$ cat src/rtl/shift_add_controller.sv
// -----------------------------------------------------------------------------
// shift_add_controller
//
// Sequencing FSM for a shift-add multiplier. After a start request it loads the
// accumulator, then for each of N_BITS multiplier bits inspects the accumulator
// LSB, optionally arms an add, and shifts. Completion is reported with a level
// done flag that is held until the start request is dropped.
//
// Parameters:
//   N_BITS       multiplier width and number of shift steps (2..16)
//
// Ports:
//   i_CLK        clock, rising edge
//   i_RESET      asynchronous, active-low reset
//   i_START      level start request, only looked at in IDLE
//   i_LSB        accumulator bit 0, only looked at in CHECK
//   o_LOAD_cmd   load operand B / clear upper accumulator (one cycle)
//   o_ADD_cmd    arm the add for the following shift (one cycle)
//   o_SHIFT_cmd  shift the accumulator right by one (one cycle)
//   o_BUSY       high while an operation is in progress
//   o_DONE       result valid, high in DONE only
//   o_CYCLE_CNT  cycles used by the last completed operation
//                (present only when SHIFT_ADD_CTRL_CYCLE_CNT_EN is defined)
//
// Optional feature macro: SHIFT_ADD_CTRL_CYCLE_CNT_EN
// -----------------------------------------------------------------------------
module shift_add_controller #(
  parameter int N_BITS = 4
) (
  input  logic       i_CLK,
  input  logic       i_RESET,
  input  logic       i_START,
  input  logic       i_LSB,
  output logic       o_LOAD_cmd,
  output logic       o_ADD_cmd,
  output logic       o_SHIFT_cmd,
  output logic       o_BUSY,
  output logic       o_DONE
`ifdef SHIFT_ADD_CTRL_CYCLE_CNT_EN
  ,
  output logic [7:0] o_CYCLE_CNT
`endif
);

  localparam int CW = $clog2(N_BITS + 1);
  // Counter value seen in the final SHIFT; the increment there reaches N_BITS.
  localparam logic [CW-1:0] LAST_STEP = CW'(N_BITS - 1);

  typedef enum logic [2:0] {
    S_IDLE  = 3'd0,
    S_LOAD  = 3'd1,
    S_CHECK = 3'd2,
    S_ADD   = 3'd3,
    S_SHIFT = 3'd4,
    S_DONE  = 3'd5
  } state_e;

  state_e        state_q, state_d;
  logic [CW-1:0] step_q, step_d;
  logic          load_d, add_d, shift_d, busy_d, done_d;

  // Next-state and step counter.
  always_comb begin
    // NOTE: every signal gets a default first so no path leaves it unassigned,
    // which would otherwise infer a latch.
    state_d = state_q;
    step_d  = step_q;
    unique case (state_q)
      S_IDLE: begin
        step_d = '0;
        if (i_START) state_d = S_LOAD;
      end
      S_LOAD: begin
        step_d  = '0;
        state_d = S_CHECK;
      end
      S_CHECK: state_d = i_LSB ? S_ADD : S_SHIFT;
      S_ADD:   state_d = S_SHIFT;
      S_SHIFT: begin
        step_d  = step_q + 1'b1;
        state_d = (step_q == LAST_STEP) ? S_DONE : S_CHECK;
      end
      S_DONE:  if (!i_START) state_d = S_IDLE;
      default: begin
        // Unused encodings fall back to IDLE on the next edge.
        state_d = S_IDLE;
        step_d  = '0;
      end
    endcase
  end

  // Outputs are decoded from the next state and registered, so each output
  // flop always reflects the current state without any combinational glitch.
  always_comb begin
    load_d  = (state_d == S_LOAD);
    add_d   = (state_d == S_ADD);
    shift_d = (state_d == S_SHIFT);
    busy_d  = (state_d == S_LOAD) || (state_d == S_CHECK) ||
              (state_d == S_ADD)  || (state_d == S_SHIFT);
    done_d  = (state_d == S_DONE);
  end

  always_ff @(posedge i_CLK or negedge i_RESET) begin
    // NOTE: sequential state uses non-blocking assignments so every flop
    // samples pre-edge values regardless of statement order.
    if (!i_RESET) begin
      state_q     <= S_IDLE;
      step_q      <= '0;
      o_LOAD_cmd  <= 1'b0;
      o_ADD_cmd   <= 1'b0;
      o_SHIFT_cmd <= 1'b0;
      o_BUSY      <= 1'b0;
      o_DONE      <= 1'b0;
    end else begin
      state_q     <= state_d;
      step_q      <= step_d;
      o_LOAD_cmd  <= load_d;
      o_ADD_cmd   <= add_d;
      o_SHIFT_cmd <= shift_d;
      o_BUSY      <= busy_d;
      o_DONE      <= done_d;
    end
  end

`ifdef SHIFT_ADD_CTRL_CYCLE_CNT_EN
  logic [7:0] cyc_q, cyc_d, cyc_inc;
  logic [7:0] cyc_out_d;

  // The running count is cleared at the start edge and advances on every
  // busy cycle; the copy taken on the DONE-entry edge includes that final
  // busy cycle, so it equals the start-to-DONE edge distance.
  always_comb begin
    cyc_inc   = (cyc_q == 8'hFF) ? cyc_q : cyc_q + 8'd1;
    cyc_d     = cyc_q;
    cyc_out_d = o_CYCLE_CNT;
    if ((state_q == S_IDLE) && i_START) cyc_d = 8'd0;
    else if (o_BUSY)                    cyc_d = cyc_inc;
    if ((state_d == S_DONE) && (state_q != S_DONE)) cyc_out_d = cyc_inc;
  end

  always_ff @(posedge i_CLK or negedge i_RESET) begin
    if (!i_RESET) begin
      cyc_q       <= 8'd0;
      o_CYCLE_CNT <= 8'd0;
    end else begin
      cyc_q       <= cyc_d;
      o_CYCLE_CNT <= cyc_out_d;
    end
  end
`endif

endmodule

$ cat config.mk
export PLATFORM = sky130hd
export DESIGN_NAME = shift_add_controller
export DESIGN_NICKNAME = d
export VERILOG_FILES = /design/src/rtl/shift_add_controller.sv
export SDC_FILE = /design/constraint.sdc
export NUM_CORES = 1
export LEC_CHECK = 0
export CAP_MARGIN = 25
export CORE_UTILIZATION = 34
export CTS_BUF_LIST = sky130_fd_sc_hd__clkbuf_2
export DETAILED_ROUTE_END_ITERATION = 16
export PLACE_DENSITY = 0.6
export SLEW_MARGIN = 40
export SYNTH_ARGS = -nofsm -noshare
export SYNTH_HDL_FRONTEND = slang
export SYNTH_SLANG_ARGS = --single-unit
$ cat constraint.sdc
create_clock -name i_CLK -period 1.6 [get_ports i_CLK]
set_input_delay 0.16 -clock i_CLK [delete_from_list [all_inputs] [get_ports i_CLK]]
set_output_delay 0.16 -clock i_CLK [all_outputs]
set_load 0.02 [all_outputs]
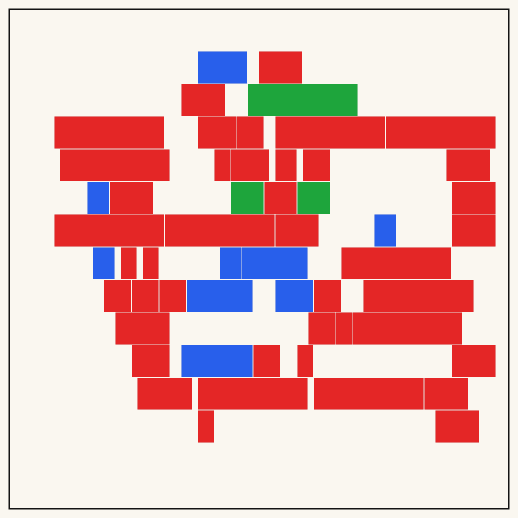
(images/sizes.png)
(12 px per um)
size	colour	cells	share
_2 cells	blue	9	17%
_0 and _1 cells	red	42	78%
_3 and _4 cells	green	3	5.6%

==> flow_summary.html <==
<h2>Synthesis and place &amp; route</h2>
<table>
<tr><th>Metric</th><th>Value</th></tr>
<tr><th colspan="2">Routing</th></tr>
<tr><td>Detailed-route wire length per cell</td><td>12.3 um</td></tr>
<tr><td>First-iteration detailed-routing DRC count</td><td>3</td></tr>
<tr><td>Post-detailed-route DRC marker count</td><td>0</td></tr>
<tr><td>Routed via count divided by cell count</td><td>5.17</td></tr>
<tr><td>DR vias</td><td>357</td></tr>
<tr><td>Total iterations of the first detailed-routing run</td><td>2</td></tr>
<tr><td>Post-route antenna net violation count</td><td>0</td></tr>
<tr><td>Final routed wirelength across all metal layers</td><td>851 um</td></tr>
<tr><th colspan="2">Floorplanning</th></tr>
<tr><td>Die Y-Extent</td><td>41.5 um</td></tr>
<tr><td>Floorplan die width</td><td>41.5 um</td></tr>
<tr><td>Total die size</td><td>1720 um^2</td></tr>
<tr><td>Pre-placement core utilization</td><td>38.4%</td></tr>
<tr><td>Number of I/O pins</td><td>9</td></tr>
<tr><td>Std-Cell Core Area</td><td>1380 um^2</td></tr>
<tr><td>Floorplan row count</td><td>13</td></tr>
<tr><th colspan="2">Timing</th></tr>
<tr><td>Slew @ Worst Pin</td><td>0.468 ns</td></tr>
<tr><td>Setup repair after global routing missed its margin</td><td>no</td></tr>
<tr><td>Headroom to the max-slew limit</td><td>68.7%</td></tr>
<tr><td>Max-slew violation count</td><td>0</td></tr>
<tr><td>Crit path setup slack, layout</td><td>0.122 ns</td></tr>
<tr><td>Worst clock skew</td><td>0.00126 ns</td></tr>
<tr><td>Final clock period utilization by the worst path</td><td>92.4%</td></tr>
<tr><td>Clock period minus worst slack</td><td>1.48 ns</td></tr>
<tr><td>Achievable clock frequency</td><td>0.676 GHz</td></tr>
<tr><td>Setup TNS</td><td>0 ns</td></tr>
<tr><td>Number of failing hold endpoints at the final stage</td><td>0</td></tr>
<tr><td>Setup violation total in the final timing report</td><td>0</td></tr>
<tr><th colspan="2">Place</th></tr>
<tr><td>Count of input and output buffers</td><td>8</td></tr>
<tr><td>Placer Congestion</td><td>0.756</td></tr>
<tr><td>Worst slack at placement</td><td>0.123 ns</td></tr>
<tr><th colspan="2">Synth</th></tr>
<tr><td># Cells Yosys</td><td>41</td></tr>
<tr><td>Mux cell area share</td><td>5.90%</td></tr>
<tr><td>Arithmetic-cell share of the synthesized area counting full adders, half adders and majority gates</td><td>4.72%</td></tr>
<tr><td>Top area contributor share</td><td>51.9%</td></tr>
<tr><td>Yosys-reported design area after synthesis</td><td>531 um^2</td></tr>
<tr><td>Synth warnings</td><td>0</td></tr>
<tr><td>Post-synthesis cell type with the largest combined area</td><td>dfrtp_1</td></tr>
<tr><td>Top comb family, area</td><td>simple AND/OR/NAND/NOR gates</td></tr>
<tr><td>Synth cell types</td><td>18</td></tr>
<tr><td>Average size of a mapped cell</td><td>12.9 um^2</td></tr>
<tr><td>Synth Register Bits</td><td>11</td></tr>
<tr><td>Complex Gates by Area</td><td>11.3%</td></tr>
<tr><td>Number of instances in the synthesized netlist</td><td>41</td></tr>
<tr><td>Leading cell types by total area after synthesis</td><td>dfrtp_1 (52%), nor4b_2 (5.7%), ha_1 (4.7%), nor2b_1 (4.7%), nor4bb_4 (4.7%)</td></tr>
<tr><td>Simple-Gate Area Share</td><td>21.0%</td></tr>
<tr><td>Xor+xnor area frac</td><td>1.65%</td></tr>
<tr><td>Post-Synthesis Cell Area</td><td>531 um^2</td></tr>
<tr><td>Sequential-to-total area share from yosys stat</td><td>51.9%</td></tr>
<tr><td>Post-Syn Nets</td><td>47</td></tr>
<tr><th colspan="2">Power</th></tr>
<tr><td>Relative contribution of sequential cells to total power</td><td>42.1%</td></tr>
<tr><td>Worst supply voltage drop on vdd</td><td>0.000866 V</td></tr>
<tr><td>Leakage</td><td>0.000298 uW</td></tr>
<tr><td>Pint</td><td>700 uW</td></tr>
<tr><td>Switching power summed over all nets</td><td>415 uW</td></tr>
<tr><td>Clock network power share</td><td>13.6%</td></tr>
<tr><td>Power per standard cell area</td><td>1700 nW/um^2</td></tr>
<tr><td>Switching share of power</td><td>37.3%</td></tr>
<tr><td>Total power</td><td>1110 uW</td></tr>
<tr><td>Gate power share</td><td>44.4%</td></tr>
<tr><th colspan="2">GRT</th></tr>
<tr><td>Met3 global-route usage</td><td>6.52%</td></tr>
<tr><td>Global routing usage on met2</td><td>20.6%</td></tr>
<tr><td>Initial antenna violation count</td><td>0</td></tr>
<tr><td>Via count of the first global-routing pass</td><td>372</td></tr>
<tr><td>Met1 layer usage reported by global route</td><td>13.4%</td></tr>
<tr><td>Largest net degree at the start of global routing</td><td>12</td></tr>
<tr><td>Wire length of the first global-routing pass</td><td>1590 um</td></tr>
<tr><td>Global-route usage over all layers</td><td>12.4%</td></tr>
<tr><td>GRT Residual Overflow</td><td>0</td></tr>
<tr><td>Layer carrying the most global-route usage</td><td>met2</td></tr>
<tr><th colspan="2">Finish</th></tr>
<tr><td>Fraction of layout instances using a drive strength above 1</td><td>22.2%</td></tr>
<tr><td>Synthesis-to-layout area growth</td><td>23.8%</td></tr>
<tr><td>Total Nets Final</td><td>61</td></tr>
<tr><td>Leading cell type in the layout, fill and taps excluded</td><td>dfrtp_1</td></tr>
<tr><td>Most frequent cells in the layout</td><td>dfrtp_1 (11), clkdlybuf4s50_1 (8), nor2b_1 (4), clkbuf_2 (4)</td></tr>
<tr><td>Count of antenna diodes in the layout</td><td>0</td></tr>
<tr><td>Fin util</td><td>47.5%</td></tr>
<tr><th colspan="2">Worst hold path</th></tr>
<tr><td>Class of the tightest hold or removal check</td><td>input pin to asynchronous set/reset pin</td></tr>
<tr><th colspan="2">Worst setup path</th></tr>
<tr><td>Data arrival time at the worst-slack endpoint</td><td>1.62 ns</td></tr>
<tr><td>Worst Reg-to-Reg Cells</td><td>4</td></tr>
<tr><td>Critical register-to-register path endpoint</td><td>state_q[0]$_DFF_PN0_</td></tr>
<tr><td>Origin of the critical flop-to-flop path</td><td>step_q[0]$_DFFE_PN0N_</td></tr>
<tr><td>Worst path required time</td><td>1.74 ns</td></tr>
<tr><td>CP Max Fanout</td><td>3</td></tr>
<tr><td>Setup Crit Path Kind</td><td>register to register</td></tr>
<tr><td>Internal reg-to-reg setup slack</td><td>0.12 ns</td></tr>
<tr><td>Sort of element at the end of the critical path</td><td>register</td></tr>
<tr><td>Kind of start point of the critical path</td><td>register</td></tr>
<tr><th colspan="2">Clocking</th></tr>
<tr><td>Total clock buffers created by CTS</td><td>3</td></tr>
<tr><td>CTS hold repair buffers</td><td>0</td></tr>
<tr><td>Postcts setup bufs</td><td>0</td></tr>
<tr><td>Maximum root-to-sink buffer count</td><td>2</td></tr>
<tr><td>Clk slew on worst S/H paths</td><td>0.10 ns</td></tr>
<tr><td>Clock network latency to the later pin of the worst-skew pair</td><td>0.24 ns</td></tr>
<tr><td>Max H-tree Level</td><td>1</td></tr>
<tr><td>Clock tree root buffer cell</td><td>clkbuf_2</td></tr>
<tr><td>Number of clock sinks</td><td>11</td></tr>
<tr><td>CTS tree</td><td>done</td></tr>
<tr><td>Number of gates given a new drive strength after cts</td><td>0</td></tr>
<tr><th colspan="2">Run</th></tr>
<tr><td>Count of warning messages emitted by the tools</td><td>26</td></tr>
<tr><td>Max Cap Viol</td><td>0</td></tr>
<tr><th colspan="2">Run status</th></tr>
<tr><td>Result of the run</td><td>finished, final reports clean</td></tr>
</table>
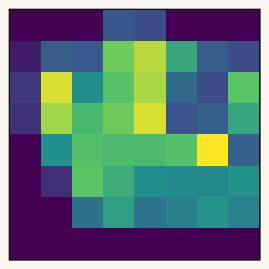
(images/cell_density.png)
(6 px per um) 8 x 8 tiles, from dark purple (low) to yellow (high), 0 to 100% covered.
densest ninth of the die	middle
tiles over 75% full	13%
mean over tiles	37%

worst max-delay path: stages, from the launching register on:
cell     delay [ns]
dfrtp_1        0.42
ha_1           0.21
ha_1           0.22
mux2_2         0.27
a211o_1        0.25
logic make-up (layout without fill, tap and decap cells):
logic type               after synthesis  after routing
AND/OR/NAND/NOR                       13             13
adder cells (fa/ha/maj)                2              2
buffers and inverters                  4             17
flip-flops                            11             11
AND-OR/OR-AND                          7              7
XOR/XNOR                               1              1
multiplexers                           3              3
registers in the layout (all words and copies together) (netlist names):
name         flops
o_ADD_cmd        1
o_BUSY           1
o_DONE           1
o_LOAD_cmd       1
o_SHIFT_cmd      1
state_q          3
step_q           3
final cells by class:
type                            instances  area, um^2
Clock buffer                            4        20.0
Sequential cell                        11         275
Timing Repair Buffer                   10        95.1
Tap cell                               15        18.8
Multi-Input combinational cell         26         236
Inverter                                3        11.3
Fill cell                             125         726
cells in the mapped netlist:
| cell | instances |
|---|---|
| a211o_1 | 2 |
| buf_4 | 1 |
| dfrtp_1 | 11 |
| ha_1 | 2 |
| inv_1 | 3 |
| mux2_2 | 1 |
| mux2i_1 | 2 |
| nand2b_1 | 1 |
| nand2b_2 | 1 |
| nor2_1 | 3 |
| nor2b_1 | 4 |
| nor3_1 | 1 |
| nor4b_2 | 2 |
| nor4bb_4 | 1 |
| o21bai_1 | 1 |
| o22ai_1 | 3 |
| o32ai_2 | 1 |
| xor2_1 | 1 |
power groups by stage:
| stage | sequential [uW] | combinational [uW] | clock [uW] |
|---|---|---|---|
| 3_3_place_gp | 471 | 484 | 0 |
| 6_report | 469 | 495 | 151 |
| 3_5_place_dp | 476 | 499 | 0 |
| 5_1_grt | 483 | 534 | 172 |
| 2_1_floorplan | 506 | 295 | 0 |
| 4_1_cts | 471 | 499 | 161 |
worst max path at each step:
stage	end	slack, ns	startpoint	cells after the start
after floorplan	state_q[0]$_DFF_PN0_	0.20	step_q[0]$_DFFE_PN0N_	4
after global placement	state_q[0]$_DFF_PN0_	0.18	step_q[0]$_DFFE_PN0N_	4
after detailed placement	state_q[0]$_DFF_PN0_	0.12	step_q[0]$_DFFE_PN0N_	4
after CTS	state_q[0]$_DFF_PN0_	0.11	step_q[0]$_DFFE_PN0N_	4
after global routing	state_q[0]$_DFF_PN0_	0.08	step_q[0]$_DFFE_PN0N_	4
final	state_q[0]$_DFF_PN0_	0.12	step_q[0]$_DFFE_PN0N_	4
metrics by stage:
stage	hold slack [ns]	area, um^2	instances
final	0.224	657	69
after global routing	0.242	657	69
after CTS	0.230	657	69
after detailed placement	0.519	637	65
after global placement	0.512	637	65
after floorplan	-0.136	531	41
routing by layer:
layer | share of wire, % | vias up
met5 | 0 | -
met4 | 0 | 0
met3 | 4.6 | 0
met2 | 51 | 9
met1 | 44 | 175
li1 | - | 173
No activity file was given, so power comes from the tool's default toggle rates.
